**Run 1: cell density map**

Scale bar: 20 um. The die is cut into 7 by 7 equal tiles; dark blue is low, red is high, 0 to 100% covered.
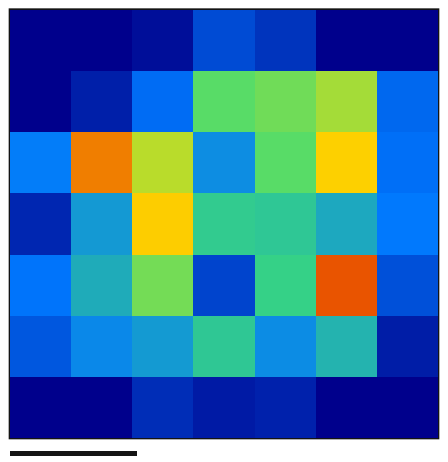
**Run 1: M2 wires**

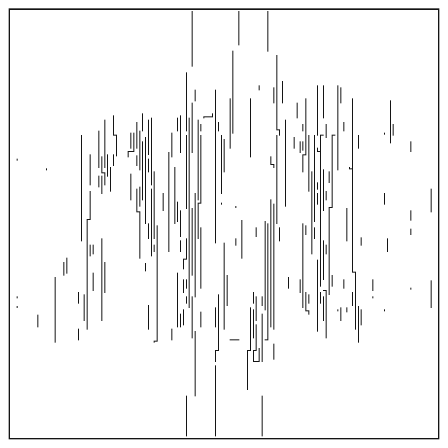
**Run 1: routing congestion map**

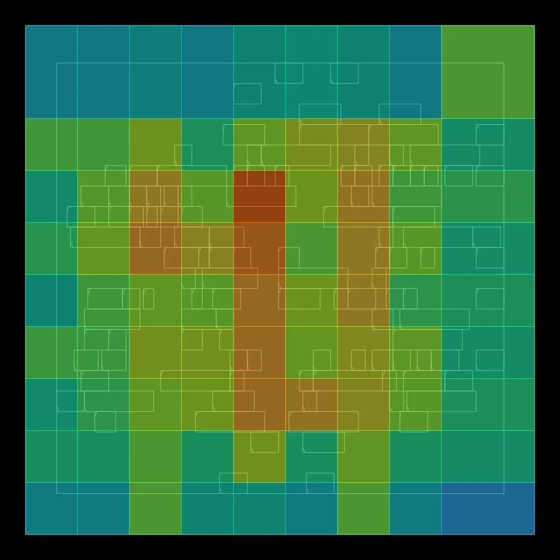
===== config.mk =====
export PLATFORM = sky130hd
export DESIGN_NAME = fifo_rd_drain
export DESIGN_NICKNAME = d
export VERILOG_FILES = /design/src/rtl/fifo_pkg.sv /design/src/rtl/fifo_skid_buf.sv /design/src/rtl/fifo_rd_drain.sv
export SDC_FILE = /design/constraint.sdc
export NUM_CORES = 1
export LEC_CHECK = 0
export CORE_MARGIN = 4
export CORE_UTILIZATION = 30
export DETAILED_ROUTE_END_ITERATION = 12
export PLACE_DENSITY = 0.51
export SYNTH_ARGS = -nofsm -noshare
export SYNTH_HDL_FRONTEND = slang
export SYNTH_SLANG_ARGS = --single-unit

===== constraint.sdc =====
create_clock -name clk -period 3.55 [get_ports clk]
set_clock_uncertainty 0.05 [all_clocks]
set_input_delay 0.71 -clock clk [delete_from_list [all_inputs] [get_ports clk]]
set_output_delay 0.71 -clock clk [all_outputs]
set_load 0.005 [all_outputs]

===== src/rtl/fifo_pkg.sv =====
// Shared types for the FIFO read-drain stage: data word width, the data word
// type and the skid-buffer occupancy encoding.
package fifo_pkg;

    // FIFO data buses are DATA_WIDTH+1 bits wide ([DATA_WIDTH:0]).
    localparam int unsigned DATA_WIDTH = 7;

    // Number of words currently held in the 2-entry skid buffer.
    typedef enum logic [1:0] {
        OCC0 = 2'd0,
        OCC1 = 2'd1,
        OCC2 = 2'd2
    } occ_e;

    typedef logic [DATA_WIDTH:0] fifo_word_t;

endpackage


===== src/rtl/fifo_skid_buf.sv =====
// Two-entry in-order register buffer. entry0 is always the oldest word and
// drives head_data; a pop shifts entry1 down. A simultaneous write and pop
// keeps occupancy and shifts data. The caller guarantees no write at OCC2
// without a pop.
module fifo_skid_buf (
    input  logic                 clk,
    input  logic                 rst,        // asynchronous, active-low
    input  logic                 wr_en,
    input  fifo_pkg::fifo_word_t wr_data,
    input  logic                 pop,
    output fifo_pkg::occ_e       occ,
    output fifo_pkg::fifo_word_t head_data
);
    import fifo_pkg::*;

    occ_e       occ_q, occ_d;
    fifo_word_t entry0_q, entry0_d;
    fifo_word_t entry1_q, entry1_d;
    logic       pop_eff;

    // A pop against an empty buffer has no meaning; ignore it.
    assign pop_eff = pop && (occ_q != OCC0);

    // Next occupancy and entry contents from the write/pop combination.
    always_comb begin
        occ_d    = occ_q;
        entry0_d = entry0_q;
        entry1_d = entry1_q;
        case ({wr_en, pop_eff})
            2'b10: begin
                case (occ_q)
                    OCC0: begin
                        entry0_d = wr_data;
                        occ_d    = OCC1;
                    end
                    OCC1: begin
                        entry1_d = wr_data;
                        occ_d    = OCC2;
                    end
                    default: begin
                        occ_d = occ_q;
                    end
                endcase
            end
            2'b01: begin
                entry0_d = entry1_q;
                occ_d    = (occ_q == OCC2) ? OCC1 : OCC0;
            end
            2'b11: begin
                if (occ_q == OCC2) begin
                    entry0_d = entry1_q;
                    entry1_d = wr_data;
                end else begin
                    entry0_d = wr_data;
                end
            end
            default: begin
                occ_d = occ_q;
            end
        endcase
    end

    // Buffer state registers; reset discards any held words.
    always_ff @(posedge clk or negedge rst) begin
        if (!rst) begin
            occ_q    <= OCC0;
            entry0_q <= '0;
            entry1_q <= '0;
        end else begin
            occ_q    <= occ_d;
            entry0_q <= entry0_d;
            entry1_q <= entry1_d;
        end
    end

    assign occ       = occ_q;
    assign head_data = entry0_q;

endmodule


===== src/rtl/fifo_rd_drain.sv =====
// Read-side drain stage for a synchronous FIFO. Issues rd_en pops only when
// the skid buffer is guaranteed room for the word that arrives a cycle later,
// and presents buffered words as a valid/ready stream.
// Optional feature: define FIFO_DRAIN_CNT_EN to add the beat_cnt port, a
// CNT_WIDTH-bit wrapping count of accepted output beats.
module fifo_rd_drain #(
    parameter int unsigned CNT_WIDTH = 16
) (
    input  logic                 clk,
    input  logic                 rst,            // asynchronous, active-low
    input  logic                 drain_en,
    input  logic                 fifo_empty,
    input  fifo_pkg::fifo_word_t fifo_data_out,
    output logic                 fifo_rd_en,
    output logic                 m_valid,
    input  logic                 m_ready,
    output fifo_pkg::fifo_word_t m_data
`ifdef FIFO_DRAIN_CNT_EN
    ,
    output logic [CNT_WIDTH-1:0] beat_cnt
`endif
);
    import fifo_pkg::*;

    occ_e       occ;
    fifo_word_t head_data;
    logic       inflight_q, inflight_d;
    logic       pop;
    logic [2:0] commit;

    assign m_valid = (occ != OCC0);
    assign m_data  = head_data;
    assign pop     = m_valid && m_ready;

    // Words the buffer will hold after this edge if no new pop is issued.
    // occ + inflight never drops below pop, so this cannot underflow.
    assign commit = {1'b0, occ} + {2'b00, inflight_q} - {2'b00, pop};

    // Pop only with room for the returning word; held low through reset so
    // the FIFO sees no request while state is being cleared.
    always_comb begin
        fifo_rd_en = rst && drain_en && !fifo_empty && (commit < 3'd2);
        inflight_d = fifo_rd_en;
    end

    // Track the pop whose data appears on fifo_data_out next cycle.
    always_ff @(posedge clk or negedge rst) begin
        if (!rst) begin
            inflight_q <= 1'b0;
        end else begin
            inflight_q <= inflight_d;
        end
    end

    fifo_skid_buf u_skid (
        .clk       (clk),
        .rst       (rst),
        .wr_en     (inflight_q),
        .wr_data   (fifo_data_out),
        .pop       (pop),
        .occ       (occ),
        .head_data (head_data)
    );

`ifdef FIFO_DRAIN_CNT_EN
    logic [CNT_WIDTH-1:0] beat_cnt_q, beat_cnt_d;

    // Count accepted beats, wrapping naturally at 2^CNT_WIDTH.
    always_comb begin
        beat_cnt_d = beat_cnt_q;
        if (pop) begin
            beat_cnt_d = beat_cnt_q + 1'b1;
        end
    end

    // Beat counter register.
    always_ff @(posedge clk or negedge rst) begin
        if (!rst) begin
            beat_cnt_q <= '0;
        end else begin
            beat_cnt_q <= beat_cnt_d;
        end
    end

    assign beat_cnt = beat_cnt_q;
`endif

endmodule

==> results.sh, run 1 <==
# flow metrics
export IMPL_maxCapViolations=0
export IMPL_syn_area_per_cell_um2=10.96
export IMPL_grt_pass1_vias=828
export IMPL_status="finished, final reports clean"
export IMPL_rsz0062_at_grt="no"
export IMPL_viasPerCell=5.000
export IMPL_die_y_um=67.54
export IMPL_cp_required_ns=2.79
export IMPL_holdPathStages=1
export IMPL_grt_pass1_wl_um=4008
export IMPL_ys_seq_share_pct=44.71
export IMPL_grt_usage_pct=11.88
export IMPL_peakVddDrop_mv=0.3208
export IMPL_htree_levels=1
export IMPL_final_nets=139
export IMPL_period_needed_ns=3.417
export IMPL_numCtsBuffers=3
export IMPL_portBuffers=22
export IMPL_postSynthCellCount=97
export IMPL_antenna_found_initial=0
export IMPL_fmax_ghz=0.2926
export IMPL_yosysWarnings=0
export IMPL_hold_violations=0
export IMPL_reg2reg_from="u_skid.occ[0]$_DFFE_PN0P_"
export IMPL_ys_types=29
export IMPL_crit_fanout=2
export IMPL_chip_area_um2=4562
export IMPL_ant_nets=0
export IMPL_r2r_end="u_skid.entry1_q[4]$_DFFE_PN0P_"
export IMPL_top_area_cell="dfrtp_1"
export IMPL_clk_transition_reported_paths_ns=0.12
export IMPL_setup_worst_path_start_class="input pin"
export IMPL_cts_tree="built"
export IMPL_worst_slack_ns=0.1327
export IMPL_syn_area_um2=1064
export IMPL_top_area_share_pct=44.71
export IMPL_setup_viol=0
export IMPL_cts_root_buf="clkbuf_4"
export IMPL_tool_warnings=28
export IMPL_endpoint_kind="output port"
export IMPL_holdPathEnd="u_skid.entry1_q[1]$_DFFE_PN0P_"
export IMPL_holdCritStartpoint="u_skid.entry1_q[1]$_DFFE_PN0P_"
export IMPL_worstSkewPairLatency_ns=0.31
export IMPL_drc=0
export IMPL_slew_headroom_pct=58.89
export IMPL_worstSetupPathType="in -> out"
export IMPL_final_cell_mix="21 x clkdlybuf4s50_1, 19 x dfrtp_1, 9 x o21ai_0"
export IMPL_cts_sinks=19
export IMPL_drtPass1Iterations=4
export IMPL_yosysCellCount=97
export IMPL_hold_buffers=0
export IMPL_fp_row_count=21
export IMPL_hpwl_um=1651
export IMPL_tightest_slew_ns=0.6158
export IMPL_grt_max_degree=20
export IMPL_yosys_area_um2=1064
Back to the opening pictures, 'cell density map':
densest ninth of the die: centre
tiles over 75% full: 8.2%
mean over tiles: 28%
emptiest ninth of the die: north-west
fullest tile: 91%
nearly empty tiles: 18%
Initial Util: 31.38%
final core utilization: 40.01%
core footprint: 3390 um^2

Back to the opening pictures, 'M2 wires':
share of all routed wire: 44%
wire length on this layer: 1100 um
nets with wire on the layer: 114
main direction: vertical
Post-Route WL: 2469 um
DR vias: 830
met2 layer usage reported by global route: 18.23%

Back to the opening pictures, 'routing congestion map':
DR WL/cell: 14.87 um
busiest layer in global routing: met2
met1 usage: 16.15%

run 1: cell families (layout without fill, tap and decap cells):
kind of cell	Yosys count	in the layout	share of synthesized area, %
muxes	8	8	11.29
buffers and inverters	11	34	5.882
xor gates and xnor gates	1	1	0.8237
DFF	19	19	44.71
and+or+nand+nor	28	28	16.47
adders and majority gates	5	5	6.588
AOI/OAI and AO/OA	25	25	14.23
run 1: cell usage after synthesis (all sizes together):
cell type   n
nand3b      1
o21ai       9
nand4b      1
o21ba       1
a31oi       8
a21oi       3
or2         2
xor2        1
o32a        1
nor2        2
inv         3
nand3       8
nor3b       1
mux2        8
clkbuf      1
nand2b      4
nor3        8
o21a        2
ha          4
o22ai       1
buf         7
and3b       1
dfrtp      19
fa          1
run 1: what timing repair did:
item                                    4_1_cts  5_1_grt
pin swaps                                     1        0
hold endpoints to repair                      0        0
endpoints found under the setup margin        1        1
setup buffers                                 1        1
gates cloned                                  0        0
resized                                       1        1
run 1: flip-flops by register name, indices dropped and copies added (netlist names):
register,flops
u_skid.occ,2
inflight_q,1
u_skid.head_data,8
u_skid.entry1_q,8
run 1: worst max path at each step:
stage          slack, ns          to    start
6_report            0.13  fifo_rd_en  m_ready
5_1_grt             0.02  fifo_rd_en  m_ready
4_1_cts             0.09  fifo_rd_en  m_ready
3_5_place_dp       -0.18  fifo_rd_en  m_ready
3_3_place_gp       -0.12  fifo_rd_en  m_ready
2_1_floorplan       0.73  fifo_rd_en  m_ready
run 1: power breakdown:
part / leakage [uW] / total [uW] / switching, uW / internal, uW
clock: 0.0000177 / 117 / 74.9 / 42.1
combinational: 0.000358 / 481 / 200 / 280
sequential: 0.000234 / 371 / 61.5 / 310
total: 0.000609 / 969 / 337 / 632
run 1: metal layers:
layer | GRT usage [%] | part of all wire, %
met4 | 3.038 | 0.97
met1 | 16.15 | 49
met5 | 0 | 0
met2 | 18.23 | 44
met3 | 3.661 | 5.6
run 1: final cells by class:
class                   instances  area (um^2)  share of cell area, %
clock buffers                   3        22.52                  1.661
clock inverters                 1        5.005                 0.3690
inverters                       3        11.26                 0.8303
multi-input cells              67        528.0                  38.93
flip-flops and latches         19        475.5                  35.06
well taps                      46        57.56                  4.244
repair buffers                 27        256.5                  18.91
run 1: critical path, cell delays in order:
cell and delay (ns):
clkdlybuf4s50_1 0.48, o21a_1 0.15, ha_1 0.22, nand2b_1 0.15, fa_1 0.48, nand4b_1 0.10, nor2_2 0.11, dlygate4sd2_1 0.24
run 1: per-stage QoR:
step | power, uW | cells | area (um^2) | TNS, ns | hold slack, ns
floorplan | 676.2 | 97 | 1064 | 0 | 0.3644
finish | 969.1 | 166 | 1356 | 0 | 0.4719
global placement | 844.4 | 160 | 1313 | -0.1184 | 0.4358
detailed placement | 850.9 | 160 | 1313 | -0.1848 | 0.4375
CTS | 971.1 | 165 | 1346 | 0 | 0.4693
global route | 1046 | 166 | 1356 | 0 | 0.4856
==> run 1 -> run 2 <==
Settings changed: CTS_BUF_LIST from default to sky130_fd_sc_hd__clkbuf_4 sky130_fd_sc_hd__clkbuf_8 sky130_fd_sc_hd__clkbuf_16.
**Run 2: routing congestion map**

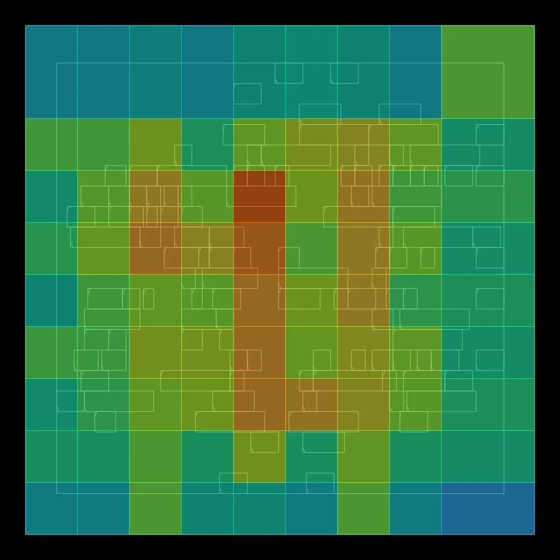
Total GRT Usage: 11.88%
met3 Resource Use GR: 3.661%

==> run 2 against run 1 <==
Against the previous run: sequential share of layout area stayed put; flip-flop count stayed put; first-iteration DRC count stayed put; worst hold slack stayed put; final cell count stayed put; clock power hardly changed; die area stayed put; non-clock buffer count stayed put; routed wire length stayed put; sequential power hardly changed; synthesized cell count stayed put; largest cell class unchanged.
==> results.sh, run 2 <==
# flow metrics
export IMPL_status="finished, final reports clean"
export IMPL_crit_family="buffers and inverters"
export IMPL_final_cell_mix="21 x clkdlybuf4s50_1, 19 x dfrtp_1, 9 x o21ai_0"
export IMPL_slowest_delay_ns=0.48
export IMPL_synth_async_reset_ratio_pct=100.0
export IMPL_tightest_slew_ns=0.6158
export IMPL_htree_levels=1
export IMPL_ys_seq_share_pct=44.71
export IMPL_yosys_most_used_dff="dfrtp_1"
export IMPL_syn_area_per_cell_um2=10.96
export IMPL_setup_viol=0
export IMPL_grt_pass1_wl_um=4008
export IMPL_postSynthCellCount=97
export IMPL_netlist_top_cells_count="19 x dfrtp_1, 9 x o21ai_0"
export IMPL_cts_tree="built"
export IMPL_tool_warnings=28
export IMPL_path_cells="clkdlybuf4s50_1 -> o21a_1 -> ha_1 -> nand2b_1 -> fa_1 -> nand4b_1 -> nor2_2 -> dlygate4sd2_1"
export IMPL_die_y_um=67.54
export IMPL_fin_area_um2=1356
export IMPL_cp_required_ns=2.79
export IMPL_numCtsBuffers=3
export IMPL_slew_headroom_pct=58.89
export IMPL_worstSkewPairLatency_ns=0.31
export IMPL_top_area_cell="dfrtp_1"
export IMPL_initCoreUtil_pct=31.38
export IMPL_num_vias=830
export IMPL_top_area_share_pct=44.71
export IMPL_cts_sinks=19
export IMPL_postPlaceCellArea_um2=1313
export IMPL_viasPerCell=5.000
export IMPL_holdWs_ns=0.4719
export IMPL_pwr_share_clk_pct=12.1
export IMPL_final_cell_count_no_fill=166
export IMPL_cts_root_buf="clkbuf_4"
export IMPL_clk_transition_reported_paths_ns=0.12
export IMPL_drc=0
export IMPL_crit_fanout=2
export IMPL_portBuffers=22
export IMPL_wire_per_inst_um=14.87
export IMPL_period_needed_ns=3.417
export IMPL_utilization_pct=40.01
export IMPL_diodes=0
export IMPL_worstSetupPathType="in -> out"
export IMPL_final_nets=139
export IMPL_endpoint_kind="output port"
export IMPL_peakVddDrop_mv=0.3208
export IMPL_hold_buffers=0
export IMPL_antenna_found_initial=0
export IMPL_power_switching_uw=336.7
export IMPL_chip_area_um2=4562
export IMPL_cp_buffers_inverters=2
export IMPL_core_area_um2=3390
export IMPL_routed_wl_um=2469
export IMPL_syn_area_um2=1064
export IMPL_edf_count=0
export IMPL_drtPass1Iterations=4
export IMPL_seq_power_share_pct=38.3
export IMPL_yosysWarnings=0
export IMPL_maxCapViolations=0
export IMPL_fp_row_count=21
export IMPL_cell_internal_pwr_uw=632.5
export IMPL_grt_max_degree=20
export IMPL_ant_nets=0
export IMPL_hpwl_um=1651
export IMPL_netSwitchingFraction_pct=34.74
export IMPL_yosys_area_um2=1064
export IMPL_fmax_ghz=0.2926
export IMPL_yosysCellCount=97
export IMPL_ys_types=29
**Run 2: metal 1**

Cells faint in the background.
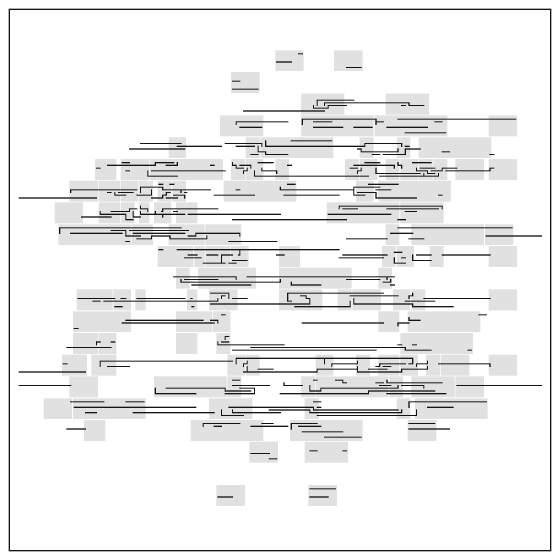
main direction: horizontal
wire length on this layer: 1210 um
nets with wire on the layer: 117
share of all routed wire: 49%
longest straight run: 22.1 um

-- run 2: cell counts after synthesis --
No cell type changed its count.
-- run 2: final timing paths --
check / startpoint / to / slack, ns / cells past startpoint
setup / recovery: m_ready / fifo_rd_en / 0.13 / 8
hold / removal: u_skid.entry1_q[1]$_DFFE_PN0P_ / u_skid.entry1_q[1]$_DFFE_PN0P_ / 0.47 / 1
setup reg to reg: u_skid.occ[0]$_DFFE_PN0P_ / u_skid.entry1_q[4]$_DFFE_PN0P_ / 1.11 / 8
hold reg to reg: u_skid.entry1_q[1]$_DFFE_PN0P_ / u_skid.entry1_q[1]$_DFFE_PN0P_ / 0.47 / 1
max in group asynchronous: rst / u_skid.entry1_q[6]$_DFFE_PN0P_ / 2.46 / 2
min in group asynchronous: rst / u_skid.entry1_q[0]$_DFFE_PN0P_ / 0.79 / 2
-- run 2: what timing repair did --
action | in CTS | in global routing
gates resized | 1 | 1
pin swaps | 1 | 0
buffers inserted | 1 | 1
endpoints found under the setup margin | 1 | 1
-- run 2: layout make-up --
class	instances	area [um^2]
multi-input cells	67	528.0
inverters	3	11.26
clock inverters	1	5.005
clock buffers	3	22.52
flip-flops and latches	19	475.5
repair buffers	27	256.5
fillers	337	2033
well taps	46	57.56
-- run 2: worst reg2reg max path, cell delays in order, from the launching register on --
cell	delay, ns
dfrtp_1	0.51
o21a_1	0.24
buf_4	0.13
buf_4	0.17
inv_1	0.06
ha_1	0.22
nand2b_1	0.07
o32a_1	0.51
mux2_4	0.38
-- run 2: layer usage --
layer	routed length, um	track usage, %	vias to the layer above
met5	0	0	-
met4	24	3.038	0
met3	138	3.661	5
met2	1098	18.23	24
met1	1208	16.15	406
li1	-	-	395
-- run 2: cells by family (layout without fill, tap and decap cells) --
family                     count (synthesis)  count (layout)  share of synthesized area, %
DFF                                       19              19                         44.71
buffers and inverters                     11              34                         5.882
xor gates and xnor gates                   1               1                        0.8237
muxes                                      8               8                         11.29
and+or+nand+nor                           28              28                         16.47
AOI/OAI and AO/OA                         25              25                         14.23
adders and majority gates                  5               5                         6.588
-- run 2: power by group through the flow --
stage | Clock, uW | Combinational (uW) | Sequential [uW]
final | 117 | 481 | 371
after global routing | 129 | 534 | 384
after CTS | 120 | 480 | 371
after detailed placement | 0 | 475 | 376
after global placement | 0 | 471 | 373
after floorplan | 0 | 312 | 364
-- run 2: stage by stage --
| step | total power (uW) | TNS, ns |
|---|---|---|
| CTS | 971.1 | 0 |
| finish | 969.1 | 0 |
| detailed placement | 850.9 | -0.1848 |
| global route | 1046 | 0 |
| global placement | 844.4 | -0.1184 |
| floorplan | 676.2 | 0 |
**Run 2: M2 wires**

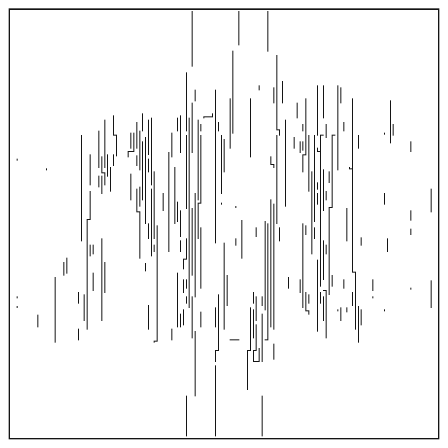

==> run 2 -> run 3 <==
Settings changed: CELL_PAD_IN_SITES_DETAIL_PLACEMENT from default to 1, CELL_PAD_IN_SITES_GLOBAL_PLACEMENT from default to 2, CTS_CLUSTER_SIZE from default to 10, PLACE_DENSITY 0.51 to 0.74.
**Run 3: M2 wires**

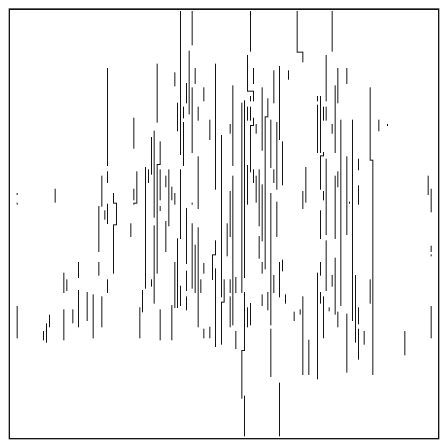
nets with wire on the layer: 123
share of all routed wire: 45%
wire length on this layer: 1190 um
main direction: vertical
Post-Route WL: 2667 um
met2 layer usage reported by global route: 19.93%
DR vias: 837

**Run 3: routing congestion map**

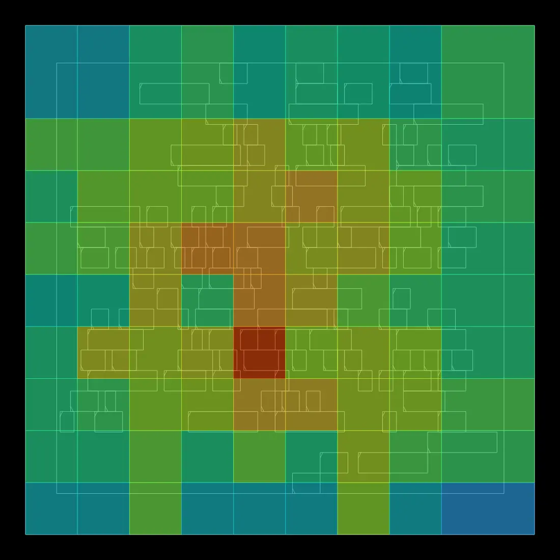
met3 Resource Use GR: 2.662%
final core utilization: 39.61%
Total GRT Usage: 13.02%
DR WL/cell: 16.16 um

==> run 3 against run 2 <==
Against the previous run: die area unchanged; clock power is 3% lower; final cell count fell by 0.60%; synthesized cell count did not move; combinational power is essentially flat; sequential power about the same; global-route usage up 1.1 points; critical path type unchanged.
==> results.sh, run 3 <==
# flow metrics
export IMPL_yosys_area_um2=1064
export IMPL_final_cell_count_no_fill=165
export IMPL_maxCapViolations=0
export IMPL_period_used_pct=93.29
export IMPL_diodes=0
export IMPL_endpoint_kind="output port"
export IMPL_status="finished, final reports clean"
export IMPL_p_leak_uw=0.0006002
export IMPL_holdCritStartpoint="u_skid.entry1_q[2]$_DFFE_PN0P_"
export IMPL_dp_cells=160
export IMPL_chip_area_um2=4562
export IMPL_cp_startpoint="m_ready"
export IMPL_worstSetupPathType="in -> out"
export IMPL_drt_iter0_markers=27
export IMPL_drtPass1Iterations=4
export IMPL_antenna_found_initial=0
export IMPL_period_needed_ns=3.312
export IMPL_holdWs_ns=0.4659
export IMPL_edf_count=0
export IMPL_yosys_most_used_dff="dfrtp_1"
export IMPL_hold_path_class="reg -> reg"
export IMPL_setup_worst_path_start_class="input pin"
export IMPL_drive_above_1_share_pct=18.49
export IMPL_synth_most_common_cell="dfrtp_1"
export IMPL_hpwl_um=1920
export IMPL_cp_required_ns=2.79
export IMPL_final_cell_mix="21 x clkdlybuf4s50_1, 19 x dfrtp_1, 9 x o21ai_0"
export IMPL_tool_warnings=28
export IMPL_htree_levels=1
export IMPL_grt_max_degree=20
export IMPL_tightest_slew_ns=0.6268
export IMPL_grt_pass1_wl_um=4388
export IMPL_fin_area_um2=1343
export IMPL_topCellsByArea="dfrtp_1 45%, mux2_4 11%, a31oi_1 4.7%, ha_1 4.7%, o21ai_0 4.2%"
export IMPL_n_fill_cell=372
export IMPL_cts_sinks=19
export IMPL_grt_pass1_vias=873
export IMPL_netlist_top_cells_count="19 x dfrtp_1, 9 x o21ai_0"
export IMPL_area_delta_synth_final_pct=26.24
export IMPL_peakVddDrop_mv=0.3361
export IMPL_crit_fanout=2
export IMPL_core_area_um2=3390
export IMPL_hold_violations=0
export IMPL_layout_top_cell="clkdlybuf4s50_1"
export IMPL_viasPerCell=5.073
export IMPL_cts_root_buf="clkbuf_4"
export IMPL_top_area_cell="dfrtp_1"
export IMPL_fp_row_count=21
export IMPL_io_pins=23
export IMPL_postPlaceCellArea_um2=1313
export IMPL_initCoreUtil_pct=31.38
export IMPL_ys_seq_share_pct=44.71
export IMPL_worstPathArrival_ns=2.55
export IMPL_synth_async_reset_ratio_pct=100.0
export IMPL_design_power_total_uw=967.5
export IMPL_ys_ff=19
export IMPL_fmax_ghz=0.3020
export IMPL_syn_nets=115
export IMPL_final_nets=138
export IMPL_syn_area_um2=1064
export IMPL_yosysCellCount=97
export IMPL_clk_transition_reported_paths_ns=0.11
export IMPL_yosysWarnings=0
export IMPL_drc=0
export IMPL_syn_area_per_cell_um2=10.96
export IMPL_die_x_um=67.54
export IMPL_portBuffers=22
export IMPL_power_density_nw_per_um2=720.6
export IMPL_gr_total_overflow=0
export IMPL_globalplace_congestion=0.7600
export IMPL_slew_headroom_pct=58.03
export IMPL_reg2reg_from="u_skid.occ[0]$_DFFE_PN0P_"
export IMPL_ys_types=29
export IMPL_clk_path_buf_depth=2
export IMPL_postSynthCellCount=97
export IMPL_setup_viol=0
export IMPL_top_area_share_pct=44.71
export IMPL_rsz0062_at_grt="no"
export IMPL_slew_viol_final=0
export IMPL_die_y_um=67.54
export IMPL_cts_tree="built"
export IMPL_worstSkewPairLatency_ns=0.30
export IMPL_numCtsBuffers=3
export IMPL_ant_nets=0
[run 3: worst max-delay path, cell delays in order]
cell and delay [ns]:
clkdlybuf4s50_1 0.48, o21a_1 0.15, ha_1 0.22, nand2b_1 0.15, fa_1 0.48, nand4b_1 0.09, nor2_1 0.15, clkbuf_2 0.13
[run 3: through the flow]
step,setup slack [ns],TNS (ns)
after global placement,-0.1168,-0.1168
after CTS,0.1088,0
after detailed placement,-0.1676,-0.1676
after floorplan,0.7272,0
after global routing,0.09637,0
final,0.2383,0
[run 3: final timing paths]
check | endpoint | slack [ns] | cells past startpoint
worst max-delay path | fifo_rd_en | 0.24 | 8
worst min-delay path | u_skid.entry1_q[2]$_DFFE_PN0P_ | 0.47 | 1
worst max register to register | u_skid.entry1_q[2]$_DFFE_PN0P_ | 1.11 | 8
worst min register to register | u_skid.entry1_q[2]$_DFFE_PN0P_ | 0.47 | 1
max in group asynchronous | u_skid.entry1_q[2]$_DFFE_PN0P_ | 2.45 | 2
min in group asynchronous | u_skid.head_data[0]$_DFFE_PN0P_ | 0.79 | 2
[run 3: routing by layer]
layer	track usage, %	routed length, um
met5	0	0
met4	3.797	15
met3	2.662	111
met2	19.93	1190
met1	18.40	1349
[run 3: logic make-up (layout without fill, tap and decap cells)]
kind of cell / Yosys count / in the layout / share of synthesized area, %
flops: 19 / 19 / 44.71
mux: 8 / 8 / 11.29
fa+ha+maj: 5 / 5 / 6.588
compound gates: 25 / 25 / 14.23
simple gates: 28 / 28 / 16.47
xor+xnor: 1 / 1 / 0.8237
buf+inv: 11 / 33 / 5.882
[run 3: report_power, final]
group,total [uW],internal [uW],switching [uW]
logic,481,278,203
clock network,113,42.0,71.1
registers,373,310,63.4
[run 3: layout make-up]
class | count | area [um^2] | area share, %
clock buffers | 3 | 22.52 | 1.678
clock inverters | 1 | 5.005 | 0.3728
well taps | 46 | 57.56 | 4.287
inverters | 3 | 11.26 | 0.8388
repair buffers | 26 | 245.2 | 18.27
flip-flops and latches | 19 | 475.5 | 35.41
multi-input cells | 67 | 525.5 | 39.14
[run 3: timing repair]
action	in CTS	in global routing
gates resized	1	2
hold buffers	0	0
pin swaps	1	1
hold endpoints to repair	0	0
endpoints found under the setup margin	1	1
buffers inserted	0	1
Power and IR drop assume default switching activity.
